File: src/rtl/ota_bitstream_decimator.sv
// Comparator bitstream decimator: synchronises cmp_in and, over fixed windows of 2^WIN_LOG2
// cycles, counts ones and transitions; results leave through a valid/ready register.
module ota_bitstream_decimator #(
    parameter int unsigned WIN_LOG2 = 8,
    parameter int unsigned OUT_W    = 8
) (
    input  logic             clk,
    input  logic             rst,
    input  logic             ena,
    input  logic             cmp_in,
    input  logic             out_ready,
    output logic             out_valid,
    output logic [OUT_W-1:0] duty,
    output logic [OUT_W-1:0] edges,
    output logic             overrun,
    output logic             cmp_sync
);

    localparam int unsigned AccW = WIN_LOG2 + 1;
    localparam int unsigned ExtW = (AccW > OUT_W) ? AccW : OUT_W;

    typedef enum logic {
        StIdle,
        StRun
    } state_e;

    // Clamp an accumulator value to the output word range, zero-extending when it is wider.
    function automatic logic [OUT_W-1:0] sat(input logic [AccW-1:0] v);
        logic [ExtW-1:0] ext;
        logic [ExtW-1:0] lim;
        ext = ExtW'(v);
        lim = ExtW'({OUT_W{1'b1}});
        if (ext > lim) begin
            return {OUT_W{1'b1}};
        end
        return ext[OUT_W-1:0];
    endfunction

    state_e              r_state;
    state_e              w_state_next;
    logic                r_sync1;
    logic                r_sync2;
    logic                r_s_prev;
    logic [WIN_LOG2-1:0] r_wcnt;
    logic [AccW-1:0]     r_ones;
    logic [AccW-1:0]     r_edges;
    logic                r_valid;
    logic [OUT_W-1:0]    r_duty;
    logic [OUT_W-1:0]    r_edge_out;
    logic                r_overrun;

    logic                w_s;
    logic                w_accum;
    logic                w_clear;
    logic                w_last;
    logic                w_complete;
    logic                w_edge_inc;
    logic [AccW-1:0]     w_ones_fin;
    logic [AccW-1:0]     w_edges_fin;
    logic                w_xfer;
    logic                w_load;
    logic                w_drop;
    logic [WIN_LOG2-1:0] w_wcnt_next;
    logic [AccW-1:0]     w_ones_next;
    logic [AccW-1:0]     w_edges_next;
    logic                w_s_prev_next;
    logic                w_valid_next;
    logic [OUT_W-1:0]    w_duty_next;
    logic [OUT_W-1:0]    w_edge_out_next;
    logic                w_overrun_next;

    assign w_s = r_sync2;

    // The first ena-high edge is sample 0, so accumulation already happens while still in IDLE.
    always_comb begin
        w_state_next = r_state;
        w_accum      = 1'b0;
        w_clear      = 1'b0;
        unique case (r_state)
            StIdle: begin
                w_clear = 1'b1;
                if (ena) begin
                    w_state_next = StRun;
                    w_accum      = 1'b1;
                    w_clear      = 1'b0;
                end
            end
            StRun: begin
                w_accum = 1'b1;
                if (!ena) begin
                    w_state_next = StIdle;
                    w_accum      = 1'b0;
                    w_clear      = 1'b1;
                end
            end
            default: begin
                w_state_next = StIdle;
                w_clear      = 1'b1;
            end
        endcase
    end

    always_comb begin
        w_last      = (r_wcnt == {WIN_LOG2{1'b1}});
        w_complete  = w_accum && w_last;
        // Sample 0 of a window never counts an edge, so edges stay inside their window.
        w_edge_inc  = (r_wcnt != '0) && (w_s != r_s_prev);
        w_ones_fin  = r_ones + AccW'(w_s);
        w_edges_fin = r_edges + AccW'(w_edge_inc);

        w_wcnt_next   = r_wcnt;
        w_ones_next   = r_ones;
        w_edges_next  = r_edges;
        w_s_prev_next = r_s_prev;
        if (w_clear) begin
            w_wcnt_next  = '0;
            w_ones_next  = '0;
            w_edges_next = '0;
        end else if (w_accum) begin
            w_s_prev_next = w_s;
            if (w_last) begin
                w_wcnt_next  = '0;
                w_ones_next  = '0;
                w_edges_next = '0;
            end else begin
                w_wcnt_next  = r_wcnt + 1'b1;
                w_ones_next  = w_ones_fin;
                w_edges_next = w_edges_fin;
            end
        end
    end

    always_comb begin
        w_xfer = r_valid && out_ready;
        w_load = w_complete && (!r_valid || out_ready);
        w_drop = w_complete && r_valid && !out_ready;

        w_valid_next    = r_valid;
        w_duty_next     = r_duty;
        w_edge_out_next = r_edge_out;
        w_overrun_next  = r_overrun;
        if (w_load) begin
            w_valid_next    = 1'b1;
            w_duty_next     = sat(w_ones_fin);
            w_edge_out_next = sat(w_edges_fin);
        end else if (w_xfer) begin
            w_valid_next = 1'b0;
        end
        if (w_drop) begin
            w_overrun_next = 1'b1;
        end else if (w_xfer) begin
            w_overrun_next = 1'b0;
        end
    end

    always_ff @(posedge clk or posedge rst) begin
        if (rst) begin
            r_state    <= StIdle;
            r_sync1    <= 1'b0;
            r_sync2    <= 1'b0;
            r_s_prev   <= 1'b0;
            r_wcnt     <= '0;
            r_ones     <= '0;
            r_edges    <= '0;
            r_valid    <= 1'b0;
            r_duty     <= '0;
            r_edge_out <= '0;
            r_overrun  <= 1'b0;
        end else begin
            r_state    <= w_state_next;
            r_sync1    <= cmp_in;
            r_sync2    <= r_sync1;
            r_s_prev   <= w_s_prev_next;
            r_wcnt     <= w_wcnt_next;
            r_ones     <= w_ones_next;
            r_edges    <= w_edges_next;
            r_valid    <= w_valid_next;
            r_duty     <= w_duty_next;
            r_edge_out <= w_edge_out_next;
            r_overrun  <= w_overrun_next;
        end
    end

    assign out_valid = r_valid;
    assign duty      = r_duty;
    assign edges     = r_edge_out;
    assign overrun   = r_overrun;
    assign cmp_sync  = r_sync2;

endmodule

File: config.mk
export PLATFORM = sky130hd
export DESIGN_NAME = ota_bitstream_decimator
export DESIGN_NICKNAME = d
export VERILOG_FILES = /design/src/rtl/ota_bitstream_decimator.sv
export SDC_FILE = /design/constraint.sdc
export NUM_CORES = 1
export LEC_CHECK = 0
export CAP_MARGIN = 10
export CORE_MARGIN = 5
export CORE_UTILIZATION = 54
export DETAILED_ROUTE_END_ITERATION = 8
export GPL_ROUTABILITY_DRIVEN = 0
export PLACE_DENSITY = 0.78
export SKIP_LAST_GASP = 1
export SLEW_MARGIN = 40
export SYNTH_ARGS = -nofsm -noshare
export SYNTH_HDL_FRONTEND = slang
export SYNTH_SLANG_ARGS = --single-unit
File: constraint.sdc
create_clock -name clk -period 2.8 [get_ports clk]
set_input_delay 0.56 -clock clk [delete_from_list [all_inputs] [get_ports clk]]
set_output_delay 0.56 -clock clk [all_outputs]
set_load 0.01 [all_outputs]
**Run 1: floorplan with the power grid**

Scale: 6 px per µm. Pins as bars on the die edge.
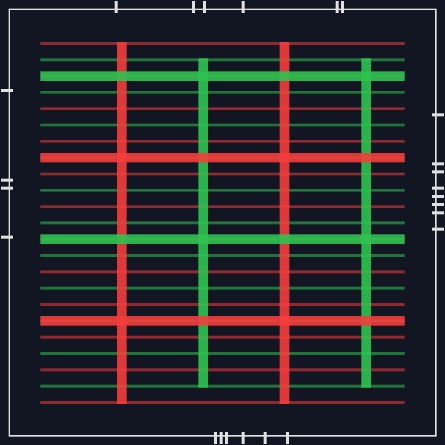
- red: VSS
- green: VDD
- rows: 22
- signal pins: 24
- met5 straps: 4

**Run 1: clock network drawn from the DEF**

Scale: 8 px per µm.
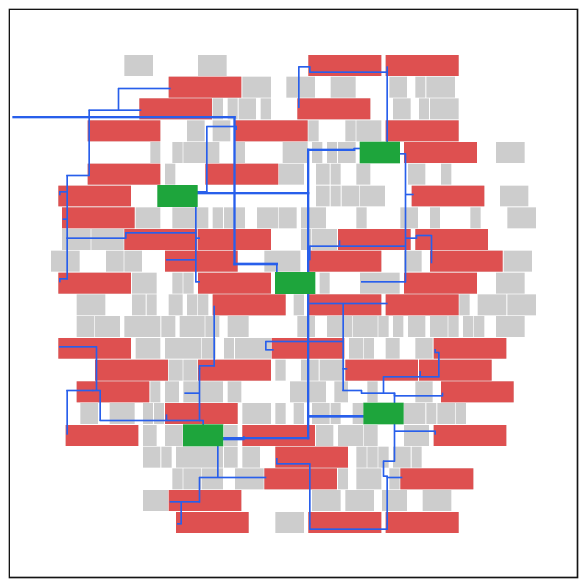
- green: clock-net drivers (count 5)
- red: flip-flops (count 47)
- blue: clock wires (length 495 µm)
- routed clock nets: 6

==> GITHUB_STEP_SUMMARY, run 1 <==
### Yosys + OpenROAD results

| Metric | Value |
|---|---|
| Count of max-cap constraint violations | `0` |
| Category of cells accounting for the largest share of critical-path delay | `adder cells` |
| Vias after detailed routing | `1415` |
| Prevailing logic family in the synthesized netlist | `simple AND/OR/NAND/NOR gates` |
| Highest ir drop seen on vdd | `349 µV` |
| Count of cell types in the netlist | `25` |
| # hold bufs at CTS | `0` |
| Post-CTS setup-driven buffer insertion count | `0` |
| Top FF cell, synth | `sky130_fd_sc_hd__dfrtp_1` |
| Synth Area per Inst | `10.7 µm²` |
| Required time of the critical path | `2960 ps` |
| CTS tree | `built` |
| Status | `complete, no violations` |
| WP data arrival | `2550 ps` |
| Post-route DRC | `0` |
| Final setup violation count | `0` |
| Number of buffers and inverters on the critical path | `2` |
| Top flop regs | `r_edges x9, r_ones x9` |
| Slowest-stage cell, CP | `sky130_fd_sc_hd__dfrtp_1` |
| Highest clock frequency the design can meet | `420 MHz` |
| Ports | `24` |
| Yosys-reported design area after synthesis | `0.00200 mm²` |
| Switching power | `260 µW` |
**Run 1: cell area per tile**

Scale: 4 px per µm. The die is cut into 7 by 7 equal tiles; white is low, dark blue is high, 0 to 100% covered.
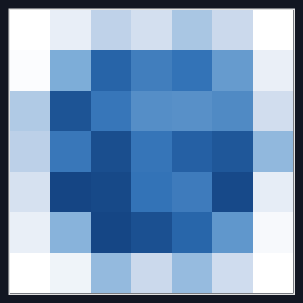
- nearly empty tiles: 10%
- mean over tiles: 46%
- fullest tile: 92%
floorplan core area: 0.00363 mm²
core utilization at floorplan: 55.0%
final cell utilization of the core: 65.6%

**Run 1: routing congestion**

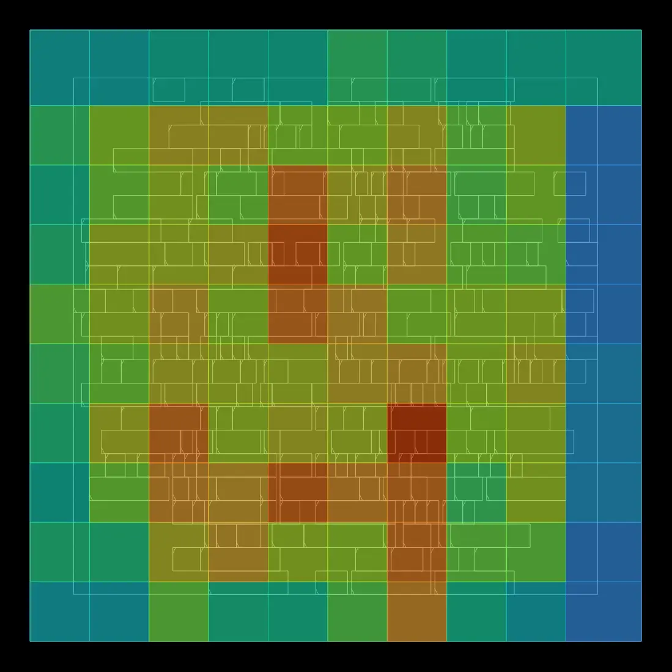
met1 GRT Util: 19.7%
global-route usage over all layers: 15.6%
met3 track demand over resource: 4.83%
routing layer with the top usage in global route: met2
post-detailed-route wirelength per cell: 13.1 µm

==> run 1: stage by stage <==
stage,util (%),hold WS [ps],instance area (µm²),std cells
after floorplan,-,331,2000,186
after global routing,65.6,380,2380,264
after CTS,65.6,366,2380,264
after global placement,62.8,337,2280,256
final,65.6,360,2380,264
after detailed placement,62.8,344,2280,256
==> run 1: power by group through the flow <==
stage                     Clock, µW  Sequential, µW  Combinational [µW]
after floorplan                   0             713                42.9
after global placement            0             714                63.7
after detailed placement          0             714                65.6
after CTS                       448             701                66.2
after global routing            483             703                77.1
final                           436             701                64.3
==> run 1: cell type report <==
class / instances / area [µm²] / area share, %
clock buffers: 8 / 100 / 4.20
inverters: 9 / 33.8 / 1.42
multi-input cells: 125 / 752 / 31.6
flip-flops and latches: 47 / 1180 / 49.4
well taps: 48 / 60.1 / 2.52
repair buffers: 27 / 260 / 10.9
==> run 1: layer usage <==
| layer | vias up | part of all wire, % | routed length (µm) |
|---|---|---|---|
| met5 | - | 0 | 0 |
| met4 | 0 | 1.6 | 54 |
| met3 | 7 | 4.7 | 162 |
| met2 | 31 | 51 | 1780 |
| met1 | 690 | 42 | 1470 |
| li1 | 687 | - | - |
==> run 1: cells in the mapped netlist (5+ instances only) <==
cell type,n,share of area [%]
sky130_fd_sc_hd__a31oi_1,16,5.0
sky130_fd_sc_hd__dfrtp_1,47,59
sky130_fd_sc_hd__ha_1,6,3.8
sky130_fd_sc_hd__inv_1,9,1.7
sky130_fd_sc_hd__nand2_1,5,0.94
sky130_fd_sc_hd__nand3_1,9,2.3
sky130_fd_sc_hd__nor2_1,42,7.9
sky130_fd_sc_hd__xnor2_1,13,5.7
sky130_fd_sc_hd__xor2_1,7,3.1
==> run 1: cell usage in the layout (no fill, tap or decap), types with 2 or more instances in the layout <==
cell type,n
sky130_fd_sc_hd__clkdlybuf4s50_1,23
sky130_fd_sc_hd__ha_1,6
sky130_fd_sc_hd__xor2_1,7
sky130_fd_sc_hd__buf_4,4
sky130_fd_sc_hd__clkbuf_8,7
sky130_fd_sc_hd__nand2_1,5
sky130_fd_sc_hd__xnor2_1,13
sky130_fd_sc_hd__and2_1,4
sky130_fd_sc_hd__nand4_1,2
sky130_fd_sc_hd__dfrtp_1,47
sky130_fd_sc_hd__inv_1,8
sky130_fd_sc_hd__a31oi_1,16
sky130_fd_sc_hd__and3_1,4
sky130_fd_sc_hd__nor2_1,42
sky130_fd_sc_hd__nand3_1,9
sky130_fd_sc_hd__nor3_1,4
sky130_fd_sc_hd__a21oi_1,4
==> run 1: final timing paths <==
| check | start | endpoint | slack, ps | cells after the start |
|---|---|---|---|---|
| worst max register to register | r_wcnt[0] | edges[5] | 420 | 11 |
| worst min-delay path | r_sync1 | cmp_sync | 360 | 0 |
| max in group asynchronous | rst | duty[4] | 1520 | 3 |
| min in group asynchronous | rst | r_wcnt[4] | 550 | 2 |
| worst min register to register | r_sync1 | cmp_sync | 360 | 0 |
| worst max-delay path | r_wcnt[0] | edges[5] | 420 | 11 |
--- run 2 (diff from run 1) ---
--- a/config.mk
+++ b/config.mk
@@ -7,10 +7,9 @@
 export LEC_CHECK = 0
 export CAP_MARGIN = 10
 export CORE_MARGIN = 5
-export CORE_UTILIZATION = 54
+export CORE_UTILIZATION = 30
 export DETAILED_ROUTE_END_ITERATION = 8
 export GPL_ROUTABILITY_DRIVEN = 0
-export PLACE_DENSITY = 0.78
 export SKIP_LAST_GASP = 1
 export SLEW_MARGIN = 40
 export SYNTH_ARGS = -nofsm -noshare
**Run 2: cell area per tile**

Scale: 3 px per µm. The die is cut into 9 by 9 equal tiles; white is low, dark blue is high, 0 to 100% covered.
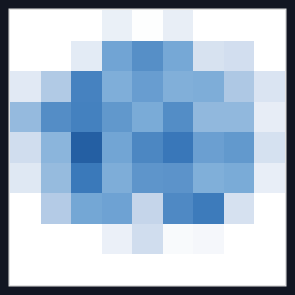
- fullest tile: 81%
- densest ninth of the die: center
- mean over tiles: 28%
- emptiest ninth of the die: south-west
- nearly empty tiles: 32%
- tiles over 75% full: 1.2%
final cell utilization of the core: 37.8%
floorplan core area: 0.00642 mm²
core utilization at floorplan: 31.1%

==> GITHUB_STEP_SUMMARY, run 2 <==
### Yosys + OpenROAD results

| Metric | Value |
|---|---|
| Site Rows | `29` |
| Vias after detailed routing | `1361 (-3.8%)` |
| Post-detailed-route wirelength per cell | `12.7 µm (-3.5%)` |
| Logic depth of the worst register-to-register path | `11 (unchanged)` |
| WP data arrival | `2360 ps (-190 ps)` |
| Highest clock frequency the design can meet | `456 MHz (+8.7%)` |
| Cell types with the highest counts after synthesis | `sky130_fd_sc_hd__dfrtp_1 (47), sky130_fd_sc_hd__nor2_1 (42), sky130_fd_sc_hd__a31oi_1 (16), sky130_fd_sc_hd__xnor2_1 (13)` |
| Post-route DRC | `0 (unchanged)` |
| Height of the die | `91.6 µm` |
| Synth Area per Inst | `10.7 µm² (unchanged)` |
| Post-CTS setup-driven buffer insertion count | `0 (unchanged)` |
| Switching power | `269 µW (+3.6%)` |
| Largest area contributor in the netlist | `sky130_fd_sc_hd__dfrtp_1` |
| Prevailing logic family in the synthesized netlist | `simple AND/OR/NAND/NOR gates` |
| Highest ir drop seen on vdd | `254 µV (-27%)` |
| Top flop regs | `r_edges x9, r_ones x9` |
| Hold Path Depth | `0 (unchanged)` |
| Ports | `24 (unchanged)` |
| Count of max-cap constraint violations | `0 (unchanged)` |
| Top FF cell, synth | `sky130_fd_sc_hd__dfrtp_1` |
| Most frequent logic cells in the routed design | `sky130_fd_sc_hd__dfrtp_1 (47), sky130_fd_sc_hd__nor2_1 (42), sky130_fd_sc_hd__clkdlybuf4s50_1 (23)` |
| Most frequent logic cell in the layout | `sky130_fd_sc_hd__dfrtp_1` |
| Status | `complete, no violations` |
| Switching power share of the total | `21.6%` |
| # hold bufs at CTS | `0 (unchanged)` |
| Post-synth top area share | `58.8% (unchanged)` |
| CTS tree | `built` |
| Final setup violation count | `0 (unchanged)` |
| Count of cell types in the netlist | `25 (unchanged)` |
| Main area contributors | `sky130_fd_sc_hd__dfrtp_1 (59%), sky130_fd_sc_hd__nor2_1 (7.9%), sky130_fd_sc_hd__xnor2_1 (5.7%)` |
| Yosys-reported design area after synthesis | `0.00200 mm² (unchanged)` |
| Required time of the critical path | `2970 ps (about the same)` |
| Global-route usage over all layers | `9.82% (-5.8 points)` |
-- run 2: cell counts after synthesis --
Identical to the previous run, type by type.
-- run 2: power groups by stage --
| stage | Clock, µW | Combinational [µW] | Sequential (µW) |
|---|---|---|---|
| after floorplan | 0 | 42.9 | 713 |
| after global placement | 0 | 66.0 | 714 |
| after detailed placement | 0 | 67.2 | 715 |
| after CTS | 500 | 67.4 | 701 |
| after global routing | 532 | 76.7 | 703 |
| final | 480 | 65.0 | 701 |
-- run 2: logic make-up (layout without fill, tap and decap cells) --
family                     after synthesis  in the layout
DFF                                     47             47
muxes                                    1              1
buffers and inverters                   14             44
xor gates and xnor gates                20             20
and+or+nand+nor                         76             76
AOI/OAI and AO/OA                       22             22
adders and majority gates                6              6
-- run 2: worst paths after layout --
check | from | to | slack (ps)
worst min-delay path | r_sync1 | cmp_sync | 370
max in group asynchronous | rst | r_wcnt[1] | 1680
worst max-delay path | r_wcnt[0] | edges[3] | 610
worst max register to register | r_wcnt[0] | edges[3] | 610
min in group asynchronous | rst | r_sync1 | 710
worst min register to register | r_sync1 | cmp_sync | 370
-- run 2: layout make-up --
type / count / area [µm²]
tap: 77 / 96.3
multi-input combinational: 125 / 752
timing repair buffer: 28 / 268
fill: 635 / 3990
clock buffer: 6 / 72.6
inverter: 9 / 33.8
sequential: 47 / 1180
clock inverter: 1 / 30.0
-- run 2: metrics by stage --
stage	util, %	cells	instance area [µm²]	total power (µW)
2_1_floorplan	-	186	2000	756
3_3_place_gp	36.2	286	2330	780
3_5_place_dp	36.2	286	2330	782
4_1_cts	37.8	293	2430	1270
5_1_grt	37.8	293	2430	1310
6_report	37.8	293	2430	1250
-- run 2: per-layer routing --
| layer | GRT usage (%) | share of wire, % | wire [µm] | vias to the layer above |
|---|---|---|---|---|
| met3 | 3.03 | 4.8 | 179 | 5 |
| met2 | 13.9 | 41 | 1540 | 31 |
| met4 | 3.77 | 1.4 | 51 | 0 |
| li1 | - | - | - | 678 |
| met1 | 14.0 | 52 | 1940 | 647 |
| met5 | 0 | 0 | 0 | - |
-- run 2: worst max-delay path, stage by stage (launching register included) --
cell,delay (ps)
sky130_fd_sc_hd__dfrtp_1,410
sky130_fd_sc_hd__inv_1,60
sky130_fd_sc_hd__ha_1,180
sky130_fd_sc_hd__nor4b_1,140
sky130_fd_sc_hd__a21oi_1,150
sky130_fd_sc_hd__ha_1,210
sky130_fd_sc_hd__ha_1,190
sky130_fd_sc_hd__nand3_1,130
sky130_fd_sc_hd__nor3_1,200
sky130_fd_sc_hd__xnor2_1,140
sky130_fd_sc_hd__buf_4,170
sky130_fd_sc_hd__a31oi_1,90
Power and IR drop assume default switching activity.
